Figure 1. Layout detail (run 1).
The bar under the picture is 20 µm long. Window x 42 to 92, y 69 to 119 µm. Cells in gray, sequential cells in the stronger gray; small squares are vias.
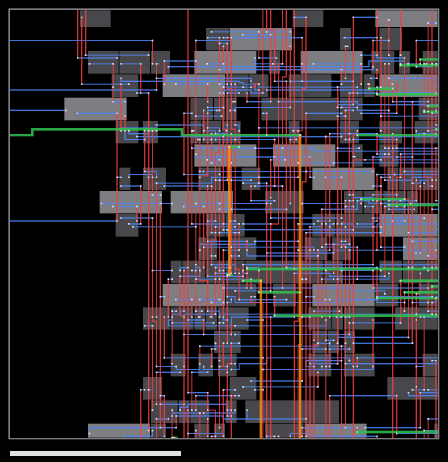
Figure 2. Register map, names as in the netlist (run 1).
The bar under the picture is 50 µm long. Other sequential cells in the stronger gray, the rest of the logic in the fainter gray.
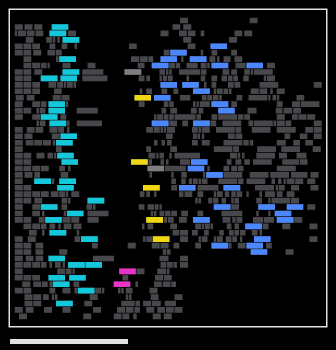
Figure 3. The clock network (run 1).
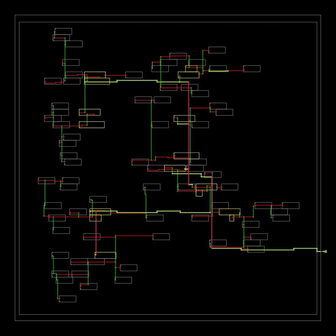
Figure 4. Pin map (run 1).
The bar under the picture is 50 µm long. Pins as bars across the die edge, other pins in gray.
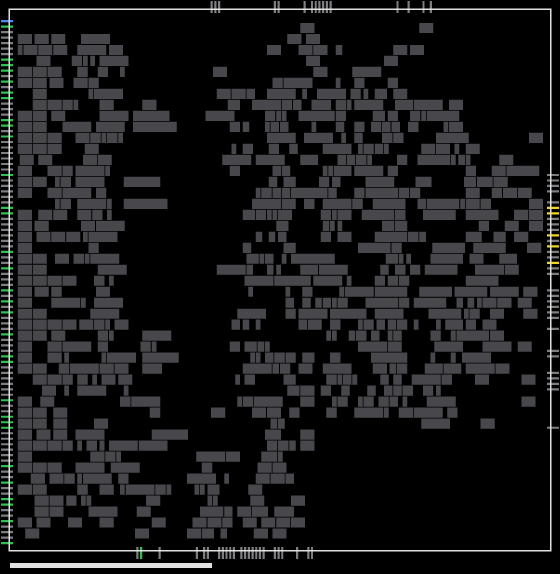
**src/rtl/rf_wb_scoreboard_if.sv**
```systemverilog
// Writeback / scoreboard bus for the register-file writeback controller.
// Bundles the decode issue port, the ALU and MEM writeback sources, and the
// registered register-file write port plus scoreboard status.
//   master : decode + writeback sources + register file (drives issue/alu/mem,
//            observes stall, readys, write port, busy, err)
//   slave  : rf_wb_scoreboard
interface rf_wb_scoreboard_if #(
    parameter int XLEN = 32,
    parameter int NREG = 32
);
    localparam int AW = $clog2(NREG);

    logic            issue_valid;
    logic [AW-1:0]   issue_rs1;
    logic [AW-1:0]   issue_rs2;
    logic [AW-1:0]   issue_rd;
    logic            stall;

    logic            alu_valid;
    logic [AW-1:0]   alu_rd;
    logic [XLEN-1:0] alu_data;
    logic            alu_ready;

    logic            mem_valid;
    logic [AW-1:0]   mem_rd;
    logic [XLEN-1:0] mem_data;
    logic            mem_ready;

    logic            we_reg;
    logic [AW-1:0]   rd;
    logic [XLEN-1:0] d;
    logic [NREG-1:0] busy;
    logic            err;

    modport master (
        output issue_valid, issue_rs1, issue_rs2, issue_rd,
        output alu_valid, alu_rd, alu_data,
        output mem_valid, mem_rd, mem_data,
        input  stall, alu_ready, mem_ready,
        input  we_reg, rd, d, busy, err
    );

    modport slave (
        input  issue_valid, issue_rs1, issue_rs2, issue_rd,
        input  alu_valid, alu_rd, alu_data,
        input  mem_valid, mem_rd, mem_data,
        output stall, alu_ready, mem_ready,
        output we_reg, rd, d, busy, err
    );
endinterface

```
**src/rtl/rf_wb_scoreboard.sv**
```systemverilog
// Writeback controller for a 32x32 register file with x0 hardwired to zero.
// Arbitrates the single write port between the ALU and MEM writeback sources,
// registers the write (we_reg/rd/d, latency 1) and keeps a per-register busy
// scoreboard that decode uses to stall RAW/WAW hazards (no bypass network).
// Ports:
//   clk  - rising-edge clock
//   rst  - synchronous active-high reset
//   bus  - rf_wb_scoreboard_if.slave: issue_valid/rs1/rs2/rd -> stall,
//          alu_valid/rd/data -> alu_ready, mem_valid/rd/data -> mem_ready,
//          we_reg/rd/d write port, busy scoreboard vector, sticky err
module rf_wb_scoreboard #(
    parameter int XLEN       = 32,
    parameter int NREG       = 32,
    parameter int STARVE_MAX = 3
) (
    input logic               clk,
    input logic               rst,
    rf_wb_scoreboard_if.slave bus
);
    localparam int AW = $clog2(NREG);
    localparam int SW = (STARVE_MAX < 1) ? 1 : $clog2(STARVE_MAX + 1);
    localparam logic [SW-1:0] STARVE_LIM = SW'(STARVE_MAX);

    function automatic logic [SW-1:0] sat_inc(input logic [SW-1:0] v);
        return (v >= STARVE_LIM) ? STARVE_LIM : v + SW'(1);
    endfunction

    logic [SW-1:0]   starve_cnt;
    logic [NREG-1:0] busy_q;
    logic [NREG-1:0] busy_nxt;
    logic            err_q;

    logic            contested;
    logic            grant_alu;
    logic            grant_mem;
    logic            hz;
    logic            stall_c;
    logic            accept;

    logic            xfer_p0;
    logic [AW-1:0]   x_rd_p0;
    logic [XLEN-1:0] x_data_p0;

    logic            vld_p1;
    logic [AW-1:0]   rd_p1;
    logic [XLEN-1:0] d_p1;

    // ---- stage p0: arbitration and hazard detection (combinational) ----
    always_comb begin
        contested = bus.alu_valid && bus.mem_valid;
        grant_alu = 1'b0;
        grant_mem = 1'b0;
        if (!rst) begin
            if (contested) begin
                // MEM normally wins; after STARVE_MAX straight losses ALU gets one turn
                if (starve_cnt == STARVE_LIM) grant_alu = 1'b1;
                else                          grant_mem = 1'b1;
            end else begin
                grant_alu = bus.alu_valid;
                grant_mem = bus.mem_valid;
            end
        end

        xfer_p0   = grant_alu || grant_mem;
        x_rd_p0   = grant_alu ? bus.alu_rd   : bus.mem_rd;
        x_data_p0 = grant_alu ? bus.alu_data : bus.mem_data;

        hz = ((bus.issue_rs1 != '0) && busy_q[bus.issue_rs1]) ||
             ((bus.issue_rs2 != '0) && busy_q[bus.issue_rs2]) ||
             ((bus.issue_rd  != '0) && busy_q[bus.issue_rd]);
        stall_c = !rst && bus.issue_valid && hz;
        accept  = !rst && bus.issue_valid && !hz;

        busy_nxt = busy_q;
        if (accept && (bus.issue_rd != '0)) busy_nxt[bus.issue_rd] = 1'b1;
        // clear after set: a same-index collision resolves to clear
        if (vld_p1) busy_nxt[rd_p1] = 1'b0;
        busy_nxt[0] = 1'b0;
    end

    always_ff @(posedge clk) begin
        if (rst) begin
            starve_cnt <= '0;
            busy_q     <= '0;
            err_q      <= 1'b0;
        end else begin
            if (contested && grant_mem) starve_cnt <= sat_inc(starve_cnt);
            else                        starve_cnt <= '0;
            busy_q <= busy_nxt;
            // writeback to a register nobody was waiting on
            if (xfer_p0 && (x_rd_p0 != '0) && !busy_q[x_rd_p0]) err_q <= 1'b1;
        end
    end

    // ---- stage p1: registered register-file write port ----
    always_ff @(posedge clk) begin
        if (rst) begin
            vld_p1 <= 1'b0;
            rd_p1  <= '0;
            d_p1   <= '0;
        end else if (xfer_p0 && (x_rd_p0 != '0)) begin
            vld_p1 <= 1'b1;
            rd_p1  <= x_rd_p0;
            d_p1   <= x_data_p0;
        end else begin
            vld_p1 <= 1'b0;
        end
    end

    assign bus.stall     = stall_c;
    assign bus.alu_ready = grant_alu;
    assign bus.mem_ready = grant_mem;
    assign bus.we_reg    = vld_p1;
    assign bus.rd        = rd_p1;
    assign bus.d         = d_p1;
    assign bus.busy      = busy_q;
    assign bus.err       = err_q;
endmodule

```
**src/flat_wrapper.sv**
```systemverilog
// flat-port wrapper written by rule: the top's interface ports become plain ports
module rf_wb_scoreboard_flat 
#(
    parameter int XLEN       = 32,
    parameter int NREG       = 32,
    parameter int STARVE_MAX = 3
)
  (clk, rst, bus_issue_valid, bus_issue_rs1, bus_issue_rs2, bus_issue_rd, bus_alu_valid, bus_alu_rd, bus_alu_data, bus_mem_valid, bus_mem_rd, bus_mem_data, bus_stall, bus_alu_ready, bus_mem_ready, bus_we_reg, bus_rd, bus_d, bus_busy, bus_err);
  rf_wb_scoreboard_if #(.XLEN(XLEN), .NREG(NREG)) bus_i ();
  input logic clk;
  input logic rst;
  input wire logic [$bits(bus_i.issue_valid)-1:0] bus_issue_valid;
  input wire logic [$bits(bus_i.issue_rs1)-1:0] bus_issue_rs1;
  input wire logic [$bits(bus_i.issue_rs2)-1:0] bus_issue_rs2;
  input wire logic [$bits(bus_i.issue_rd)-1:0] bus_issue_rd;
  input wire logic [$bits(bus_i.alu_valid)-1:0] bus_alu_valid;
  input wire logic [$bits(bus_i.alu_rd)-1:0] bus_alu_rd;
  input wire logic [$bits(bus_i.alu_data)-1:0] bus_alu_data;
  input wire logic [$bits(bus_i.mem_valid)-1:0] bus_mem_valid;
  input wire logic [$bits(bus_i.mem_rd)-1:0] bus_mem_rd;
  input wire logic [$bits(bus_i.mem_data)-1:0] bus_mem_data;
  output wire logic [$bits(bus_i.stall)-1:0] bus_stall;
  output wire logic [$bits(bus_i.alu_ready)-1:0] bus_alu_ready;
  output wire logic [$bits(bus_i.mem_ready)-1:0] bus_mem_ready;
  output wire logic [$bits(bus_i.we_reg)-1:0] bus_we_reg;
  output wire logic [$bits(bus_i.rd)-1:0] bus_rd;
  output wire logic [$bits(bus_i.d)-1:0] bus_d;
  output wire logic [$bits(bus_i.busy)-1:0] bus_busy;
  output wire logic [$bits(bus_i.err)-1:0] bus_err;
  assign bus_i.issue_valid = bus_issue_valid;
  assign bus_i.issue_rs1 = bus_issue_rs1;
  assign bus_i.issue_rs2 = bus_issue_rs2;
  assign bus_i.issue_rd = bus_issue_rd;
  assign bus_i.alu_valid = bus_alu_valid;
  assign bus_i.alu_rd = bus_alu_rd;
  assign bus_i.alu_data = bus_alu_data;
  assign bus_i.mem_valid = bus_mem_valid;
  assign bus_i.mem_rd = bus_mem_rd;
  assign bus_i.mem_data = bus_mem_data;
  assign bus_stall = bus_i.stall;
  assign bus_alu_ready = bus_i.alu_ready;
  assign bus_mem_ready = bus_i.mem_ready;
  assign bus_we_reg = bus_i.we_reg;
  assign bus_rd = bus_i.rd;
  assign bus_d = bus_i.d;
  assign bus_busy = bus_i.busy;
  assign bus_err = bus_i.err;
  rf_wb_scoreboard #(.XLEN(XLEN), .NREG(NREG), .STARVE_MAX(STARVE_MAX)) u_core (.clk(clk), .rst(rst), .bus(bus_i));
endmodule
```
**config.mk**
```make
export PLATFORM = sky130hd
export DESIGN_NAME = rf_wb_scoreboard_flat
export DESIGN_NICKNAME = d
export VERILOG_FILES = /design/src/rtl/rf_wb_scoreboard_if.sv /design/src/rtl/rf_wb_scoreboard.sv /design/src/flat_wrapper.sv
export SDC_FILE = /design/constraint.sdc
export NUM_CORES = 1
export LEC_CHECK = 0
export CAP_MARGIN = 10
export CELL_PAD_IN_SITES_DETAIL_PLACEMENT = 0
export CELL_PAD_IN_SITES_GLOBAL_PLACEMENT = 2
export CORE_MARGIN = 1.5
export CORE_UTILIZATION = 25
export CTS_CLUSTER_SIZE = 16
export DETAILED_ROUTE_END_ITERATION = 16
export PLACE_DENSITY = 0.86
export SLEW_MARGIN = 10
export SYNTH_ARGS = -nofsm -noshare
export SYNTH_HDL_FRONTEND = slang
export SYNTH_SLANG_ARGS = --single-unit
export TNS_END_PERCENT = 5
```
**constraint.sdc**
```tcl
create_clock -name clk -period 4.27 [get_ports clk]
set_input_delay 1.0675 -clock clk [delete_from_list [all_inputs] [get_ports clk]]
set_output_delay 1.0675 -clock clk [all_outputs]
set_load 0.02 [all_outputs]
```
==> flow_summary.toml, run 1 <==
# yosys + openroad results
[run_status]
outcome = "complete, no violations"

[synth]
ys.warnings.count = 0
async_flop_share_pct = 0
postSynthRegisterBits = 72
top_cell_area_share_pct = 33.77
synth-seq-area-share_pct = 33.77
ys_area_um2 = 4268
ys_cells = 455
synthDistinctLibCells = 46
post_synth.cell_area_avg_um2 = 9.380
top_area_cell = "dfxtp_1"
synth_top_flop_cell = "dfxtp_1"
topCellsByArea = "dfxtp_1 34%, mux2i_1 13%, mux4_2 12%, a211oi_1 11%, o22ai_1 4.7%"
edf_count = 0
syn_area_um2 = 4268

[power_and_ir_drop]
powerDensity_nw_per_um2 = 300.8
power_uw = 2034
cellLeakagePower_uw = 0.002248

[global_route]
grt_pass1_wl_mm = 24.01
antenna_found_initial = 0
grt_overflow = 0
first_global_vias = 4385
grt_max_degree = 72

[min_path]
whs_path_depth = 1
hold_start = "u_core.starve_cnt[0]"

[sta]
rsz0062_at_grt = "no"
finalSetupViolCount = 0
finalCriticalPeriod_ns = 4.161
fmaxAchievable_mhz = 240.3
slew_viol_final = 0
hold_viol_final = 0
worstMarginPinSlew_ns = 0.6488
setup_tns_ns = 0
slew_headroom_pct = 56.75

[job]
warnings = 26

[placed_design]
io_buffer_count = 166
hpwl_mm = 11.97
gp_congestion = 0.8242

[worst_setup_path]
slowest_delay_ns = 0.51
path_cells = "clkdlybuf4s50_1 > buf_12 > mux4_2 > nand2_1 > o21ai_0 > o21ai_1 > a21oi_2 > nor2_4 > nor2_1 > buf_2"
r2r_setup_slack_ns = 1.39
worstSetupStartpointType = "input port"
r2r.worst_path.cells = 9
arrival_ns = 3.09
critPathMaxFanout = 10
crit_slowest_cell = "clkdlybuf4s50_1"
cp.required_ns = 3.20
end_kind = "primary output"

[drt]
vias_per_cell = 5.122
wire_per_inst_um = 18.29
drtPass1Iterations = 5
postRouteWirelength_mm = 15.73
vias = 4405
drcViolationCount = 0
ant_nets = 0
drtIter0Drc = 365

[die]
fp_util_pct = 25.64
dieArea_um2 = 17860
die_x_um = 133.7
io_pins = 168
die_y_um = 133.7
rows = 47

[cells_and_area]
num_antenna_cells = 0
lay_top_cells = "162 x clkdlybuf4s50_1, 72 x dfxtp_1, 60 x a211oi_1"
areaGrowthSynthToFinish_pct = 58.46
lay_top_count = "clkdlybuf4s50_1"
largest_reg_flops = 32
drive_above_1_share_pct = 15.16

[clocking]
htreeDepth = 3
cts_tree = "built"
clk_latency_ns = 0.34
cts_buffers = 9
## Picture notes: Figure 1
Key: met2 = red; met1 = blue; met4 = orange; met3 = green
115 logic cells have their middle in the window. Sequential cells in the window: 18. Netlist names of flops here include u_core.bus.busy (15), u_core.bus.rd (2). Most frequent: dfxtp_1 (18), o22ai_1 (15).

## Picture notes: Figure 2
Key: u_core.bus.d = cyan [sequential cells 32, where a column on the left]; u_core.bus.rd = yellow [sequential cells 5, where center]; u_core.starve_cnt = magenta [sequential cells 2]; u_core.bus.busy = blue [sequential cells 31]

## Picture notes: Figure 3
num sequential: 72
CTS Sinks: 72
Power Clock: 893 µW
Final Skew: 0.008210 ns

## Picture notes: Figure 4
Key: bus_issue_rs1 = yellow [pins 5, direction input, edge east]; bus_alu_ready = blue [pins 1, direction output, edge west]; bus_alu_data = green [pins 32, direction input, edge 31 west, 1 south]
All pins by edge: 96 west, 32 east, 24 south, 16 north.

run 1: worst max-delay path: cells and delay by family:
family / cells / cell delay, ns
compound gates: 3 / 0.42
mux: 1 / 0.50
simple gates: 3 / 0.29
buf+inv: 3 / 0.82
run 1: metrics by stage:
stage	worst slack (ns)	hold WS [ns]	cells	util, %	instance area [µm²]
after floorplan	0.4691	0.4375	455	-	4268
after global placement	-0.5741	0.4489	841	38.20	6357
after detailed placement	-0.5727	0.4637	841	38.20	6357
after CTS	0.002027	0.4797	857	40.37	6719
after global routing	0.001178	0.5001	860	40.64	6763
final	0.1091	0.4754	860	40.64	6763
run 1: worst max-delay path by stage:
stage,endpoint,cells after the start,slack (ns),start
after global placement,bus_stall,9,-0.57,bus_issue_rs1[0]
after CTS,bus_stall,9,0.002,bus_issue_rs2[0]
after global routing,bus_stall,9,0.001,bus_issue_rs2[0]
final,bus_stall,10,0.11,bus_issue_rs2[0]
after floorplan,bus_stall,7,0.47,bus_issue_rs1[0]
after detailed placement,bus_stall,9,-0.57,bus_issue_rs1[0]
run 1: layer usage:
metal	up-vias	share of wire, %	global-route usage [%]
li1	2101	-	-
met1	2040	41	20.71
met2	238	47	29.74
met3	26	9.5	5.898
met4	0	1.7	5.556
met5	-	0	0
run 1: synthesized netlist by cell type (all sizes together) (2+ instances only):
library cell / count
dfxtp: 72
a211oi: 67
mux2i: 55
nor2: 48
inv: 32
o22ai: 32
clkbuf: 28
mux4: 23
nand2: 21
o21ai: 8
a21oi: 7
nand3b: 7
buf: 6
nand2b: 5
a22oi: 4
mux2: 3
nand3: 3
nor3b: 3
a311oi: 2
and3b: 2
nand4: 2
nand4b: 2
nor3: 2
o211ai: 2
o21a: 2
or3b: 2
run 1: kinds of logic (layout without fill, tap and decap cells):
group / Yosys count / after routing / synth area share, %
compound gates: 131 / 131 / 22.34
mux: 81 / 81 / 25.83
xor+xnor: 1 / 1 / 0.2053
other cells: 1 / 1 / 0.08787
flops: 72 / 72 / 33.77
buf+inv: 66 / 251 / 5.981
simple gates: 103 / 103 / 11.79
run 1: report_power, final:
part,switching [µW],internal [µW],leakage [µW],total (µW)
Sequential,26.1,704,0.000589,730
Combinational,195,217,0.00149,411
Clock,291,601,0.000172,893
Total,513,1520,0.00225,2030
run 1: final cells by class:
class                           instances  area [µm²]
Inverter                               32       120.1
Multi-Input combinational cell        317        2608
Sequential cell                        72        1441
Fill cell                            1561        9879
Clock buffer                           11       252.7
Timing Repair Buffer                  203        1963
Tap cell                              220       275.3
Clock inverter                          5       102.6
run 1: timing repair:
item                       CTS  global route
gates resized                8             6
setup endpoints to repair    1             1
setup buffers                0             3
pin swaps                    3             2
==> inputs of run 2 (changes only) <==
Settings changed: SKIP_LAST_GASP from default to 1.
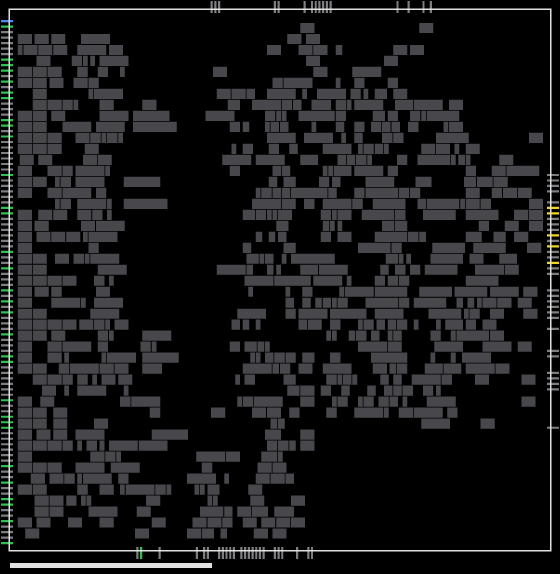
Figure 5: run 2, pin map.
The bar under the picture is 50 µm long. Pins as bars across the die edge, other pins in gray.
Key: bus_alu_ready = blue [pins 1, direction output, edge west]; bus_issue_rs1 = yellow [pins 5, direction input, edge east]; bus_alu_data = green [pins 32, direction input, edge 31 west, 1 south]
All pins by edge: 96 west, 32 east, 24 south, 16 north.
Buffers on Ports: 166
horizontal die size: 133.7 µm
die height: 133.7 µm

==> run 2 against run 1 <==
Net effect: first-iteration DRC count stayed put; sequential share of layout area stayed put; global-route usage stayed put; wire length stayed put; maximum frequency stayed put; non-clock buffer count stayed put.
==> flow_summary.toml, run 2 <==
# yosys + openroad results
[drt]
vias = 4405
ant_nets = 0
drcViolationCount = 0
wire_per_inst_um = 18.29
drtIter0Drc = 365
drtPass1Iterations = 5

[synth]
synthDistinctLibCells = 46
edf_count = 0
postSynthRegisterBits = 72
post_synth.cell_area_avg_um2 = 9.380
synth.most_common_cell = "dfxtp_1"
ys_cells = 455
async_flop_share_pct = 0
top_area_cell = "dfxtp_1"
synth_top_flop_cell = "dfxtp_1"

[power_and_ir_drop]
comb_power_share_pct = 20.2
switching_share_pct = 25.20
powerDensity_nw_per_um2 = 300.8
p_int_uw = 1522
pwr-share-clk_pct = 43.9
pwr-share-seq_pct = 35.9

[global_route]
grt_overflow = 0
grt_use_met1_pct = 20.71
grt_pass1_wl_mm = 24.01
grt_max_degree = 72
grt_use_met3_pct = 5.898

[sta]
hold_ws_ns = 0.4754
slew_viol_final = 0
hold_viol_final = 0
setup_tns_ns = 0

[cells_and_area]
comb_area_um2 = 2608
drive_above_1_share_pct = 15.16
flop_area_um2 = 1441
num_antenna_cells = 0

[min_path]
whs_path_depth = 1

[clocking]
htreeDepth = 3

[worst_setup_path]
r2r.worst_path.cells = 9
cp.required_ns = 3.20
path_cells = "clkdlybuf4s50_1 > buf_12 > mux4_2 > nand2_1 > o21ai_0 > o21ai_1 > a21oi_2 > nor2_4 > nor2_1 > buf_2"
end_kind = "primary output"

[run_status]
outcome = "complete, no violations"
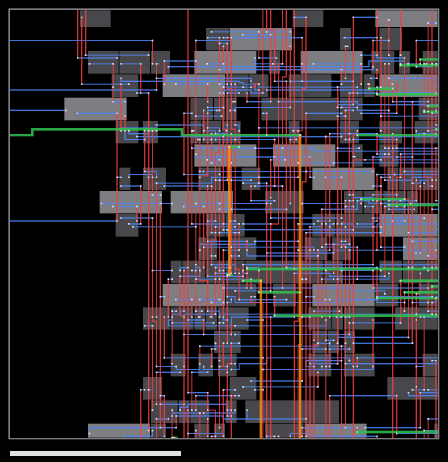
Figure 6: run 2, layout detail.
The bar under the picture is 20 µm long. Window x 42 to 92, y 69 to 119 µm. Cells in gray, sequential cells in the stronger gray; small squares are vias.
Key: met3 = green; met2 = red; met1 = blue; met4 = orange
Sequential cells in the window: 18. Netlist names of flops here include u_core.bus.busy (15), u_core.bus.rd (2). 115 logic cells have their middle in the window. Most frequent: dfxtp_1 (18), o22ai_1 (15).

## run 2: cell counts after synthesis
No cell type changed its count.
## run 2: final cells by class
| type | count | area share, % |
|---|---|---|
| inverters | 32 | 1.776 |
| repair buffers | 203 | 29.03 |
| flip-flops and latches | 72 | 21.31 |
| clock buffers | 11 | 3.737 |
| multi-input cells | 317 | 38.56 |
| well taps | 220 | 4.070 |
| clock inverters | 5 | 1.517 |
## run 2: per-stage QoR
stage                     util, %  instance area (µm²)
after floorplan                 -                 4268
after global routing        40.64                 6763
after detailed placement    38.20                 6357
final                       40.64                 6763
after CTS                   40.37                 6719
after global placement      38.20                 6357
## run 2: critical path: cells and delay by family
kind	cells	cell delay, ns
AOI/OAI and AO/OA	3	0.42
muxes	1	0.50
and+or+nand+nor	3	0.29
buffers and inverters	3	0.82
## run 2: logic make-up after synthesis
logic type | count (synthesis) | share of synthesized area [%]
muxes | 81 | 25.83
DFF | 72 | 33.77
AOI/OAI and AO/OA | 131 | 22.34
other | 1 | 0.08787
and+or+nand+nor | 103 | 11.79
buffers and inverters | 66 | 5.981
xor gates and xnor gates | 1 | 0.2053
## run 2: routing by layer
metal / up-vias / part of all wire [%]
met5: - / 0
met4: 0 / 1.7
met3: 26 / 9.5
met2: 238 / 47
met1: 2040 / 41
li1: 2101 / -
## run 2: how the worst max path moves through the flow
| stage | to | slack [ns] | cells past startpoint |
|---|---|---|---|
| floorplan | bus_stall | 0.47 | 7 |
| global placement | bus_stall | -0.57 | 9 |
| detailed placement | bus_stall | -0.57 | 9 |
| CTS | bus_stall | 0.002 | 9 |
| global route | bus_stall | 0.001 | 9 |
| finish | bus_stall | 0.11 | 10 |
## run 2: power groups by stage
stage          clock [µW]  sequential, µW  combinational [µW]
2_1_floorplan           0             773                 160
3_3_place_gp            0             742                 407
3_5_place_dp            0             743                 409
4_1_cts               908             730                 410
5_1_grt               937             734                 441
6_report              893             730                 411
## run 2: timing repair
| action | CTS | global route |
|---|---|---|
| gates resized | 8 | 6 |
| hold buffers | 0 | 0 |
| pin swaps | 3 | 2 |
| setup buffers | 0 | 3 |
| setup endpoints to repair | 1 | 1 |
| cloned | 0 | 0 |
==> inputs of run 3 (changes only) <==
Settings changed: CTS_CLUSTER_DIAMETER from default to 100.
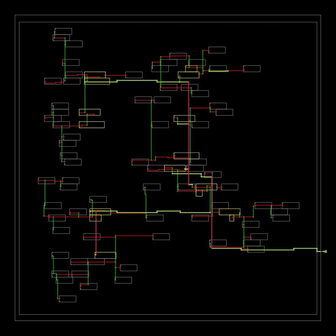
Figure 7: run 3, the clock network.
layout clock buffer count: 11
worst-skew pair later-pin latency: 0.34 ns
CTS buffer count: 9

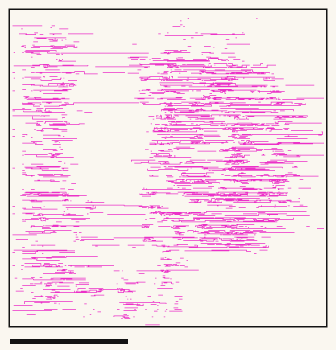
Figure 8: run 3, M1 wires.
The bar under the picture is 50 µm long.
The longest straight run is 43.2 µm. The wires run mostly horizontal. The layer carries 6530 µm of wire.

==> run 3 against run 2 <==
Net effect: register-to-register slack barely moved; critical path depth did not move; die size did not move; clock-buffer cell count did not move; clock power barely moved; synthesized cell count did not move; worst setup slack did not move.
==> flow_summary.toml, run 3 <==
# yosys + openroad results
[run_status]
outcome = "complete, no violations"

[sta]
hold_ws_ns = 0.4754
hold_viol_final = 0
finalSetupViolCount = 0
worstMarginPinSlew_ns = 0.6488
finalCriticalPeriod_ns = 4.161
slew_viol_final = 0
finalCritPeriodShare_pct = 97.44
setup_tns_ns = 0
fmaxAchievable_mhz = 240.3

[drt]
drcViolationCount = 0
drtPass1Iterations = 5
wire_per_inst_um = 18.29
ant_nets = 0
postRouteWirelength_mm = 15.73
vias = 4405
drtIter0Drc = 365

[cells_and_area]
nFillCells = 1561
lay_top_count = "clkdlybuf4s50_1"
fin_nets = 729
areaGrowthSynthToFinish_pct = 58.46
lay_top_cells = "162 x clkdlybuf4s50_1, 72 x dfxtp_1, 60 x a211oi_1"
final_area_um2 = 6763
largest_reg_flops = 32
drive_above_1_share_pct = 15.16
num_antenna_cells = 0

[clocking]
clkSinkCount = 72
root_buffer = "clkbuf_16"
htreeDepth = 3
hold_buffers = 0

[synth]
syn_area_um2 = 4268
edf_count = 0
synth-seq-area-share_pct = 33.77
synthDistinctLibCells = 46
ys.warnings.count = 0
ys_area_um2 = 4268
top_cell_area_share_pct = 33.77
common_cells = "72 x dfxtp_1, 60 x a211oi_1, 55 x mux2i_1"
async_flop_share_pct = 0
postSynthRegisterBits = 72
post_synth.cell_area_avg_um2 = 9.380
synth_top_flop_cell = "dfxtp_1"
ys_cells = 455
synth.most_common_cell = "dfxtp_1"
top_area_cell = "dfxtp_1"

[worst_setup_path]
cp.required_ns = 3.20
r2r.worst_path.cells = 9
end_kind = "primary output"
arrival_ns = 3.09
worstSetupStartpointType = "input port"
critPathMaxFanout = 10
critical_path_class = "input port to primary output"
reg2reg_to = "u_core.bus.busy[16]"

[job]
warnings = 26

[die]
die_x_um = 133.7
rows = 47
die_y_um = 133.7
core_um2 = 16640
io_pins = 168
fp_util_pct = 25.64

[global_route]
grt_pass1_wl_mm = 24.01
grt_overflow = 0
track_usage_pct = 17.47
grt_max_degree = 72

[placed_design]
hpwl_mm = 11.97
io_buffer_count = 166
place_area_um2 = 6357
gp_congestion = 0.8242

[min_path]
holdPathEnd = "u_core.starve_cnt[0]"
whs_path_depth = 1

[power_and_ir_drop]
powerDensity_nw_per_um2 = 300.8
power_uw = 2034
vdd_drop_max_v = 0.0001963
switching_share_pct = 25.20
cellLeakagePower_uw = 0.002248
comb_power_share_pct = 20.2
pwr-share-clk_pct = 43.9
pwr-share-seq_pct = 35.9
p_int_uw = 1522
## run 3: cell counts in the layout (fill, tap and decap cells not counted)
Identical to the previous run, type by type.
## run 3: cell type report
type	instances	area [µm²]	area share, %
sequential	72	1441	21.31
clock buffer	11	252.7	3.737
tap	220	275.3	4.070
inverter	32	120.1	1.776
multi-input combinational	317	2608	38.56
clock inverter	5	102.6	1.517
timing repair buffer	203	1963	29.03
## run 3: kinds of logic (layout without fill, tap and decap cells)
logic type	after synthesis	after routing	share of synthesized area, %
AOI/OAI and AO/OA	131	131	22.34
and+or+nand+nor	103	103	11.79
other	1	1	0.08787
muxes	81	81	25.83
buffers and inverters	66	251	5.981
xor gates and xnor gates	1	1	0.2053
DFF	72	72	33.77
## run 3: power groups by stage
stage	Sequential (µW)	Combinational (µW)	Clock, µW
after floorplan	773	160	0
after global placement	742	407	0
after detailed placement	743	409	0
after CTS	730	410	908
after global routing	734	441	937
final	730	411	893
## run 3: metal layers
layer	share of wire (%)	global-route usage, %
met2	47	29.74
met5	0	0
met4	1.7	5.556
met3	9.5	5.898
met1	41	20.71
## run 3: metrics by stage
step           cells  utilization [%]
2_1_floorplan    455                -
3_3_place_gp     841            38.20
3_5_place_dp     841            38.20
4_1_cts          857            40.37
5_1_grt          860            40.64
6_report         860            40.64
## run 3: critical path, cell delays in order
cell,delay (ns)
clkdlybuf4s50_1,0.51
buf_12,0.15
mux4_2,0.50
nand2_1,0.08
o21ai_0,0.08
o21ai_1,0.23
a21oi_2,0.11
nor2_4,0.15
nor2_1,0.06
buf_2,0.16
## run 3: what timing repair did
action                                  CTS  global route
endpoints found under the setup margin    1             1
setup buffers                             0             3
pin swaps                                 3             2
resized                                   8             6
## run 3: how the worst max path moves through the flow
stage                     cells after the start        startpoint         to
after floorplan                               7  bus_issue_rs1[0]  bus_stall
after global placement                        9  bus_issue_rs1[0]  bus_stall
after detailed placement                      9  bus_issue_rs1[0]  bus_stall
after CTS                                     9  bus_issue_rs2[0]  bus_stall
after global routing                          9  bus_issue_rs2[0]  bus_stall
final                                        10  bus_issue_rs2[0]  bus_stall
Power and IR drop assume default switching activity.
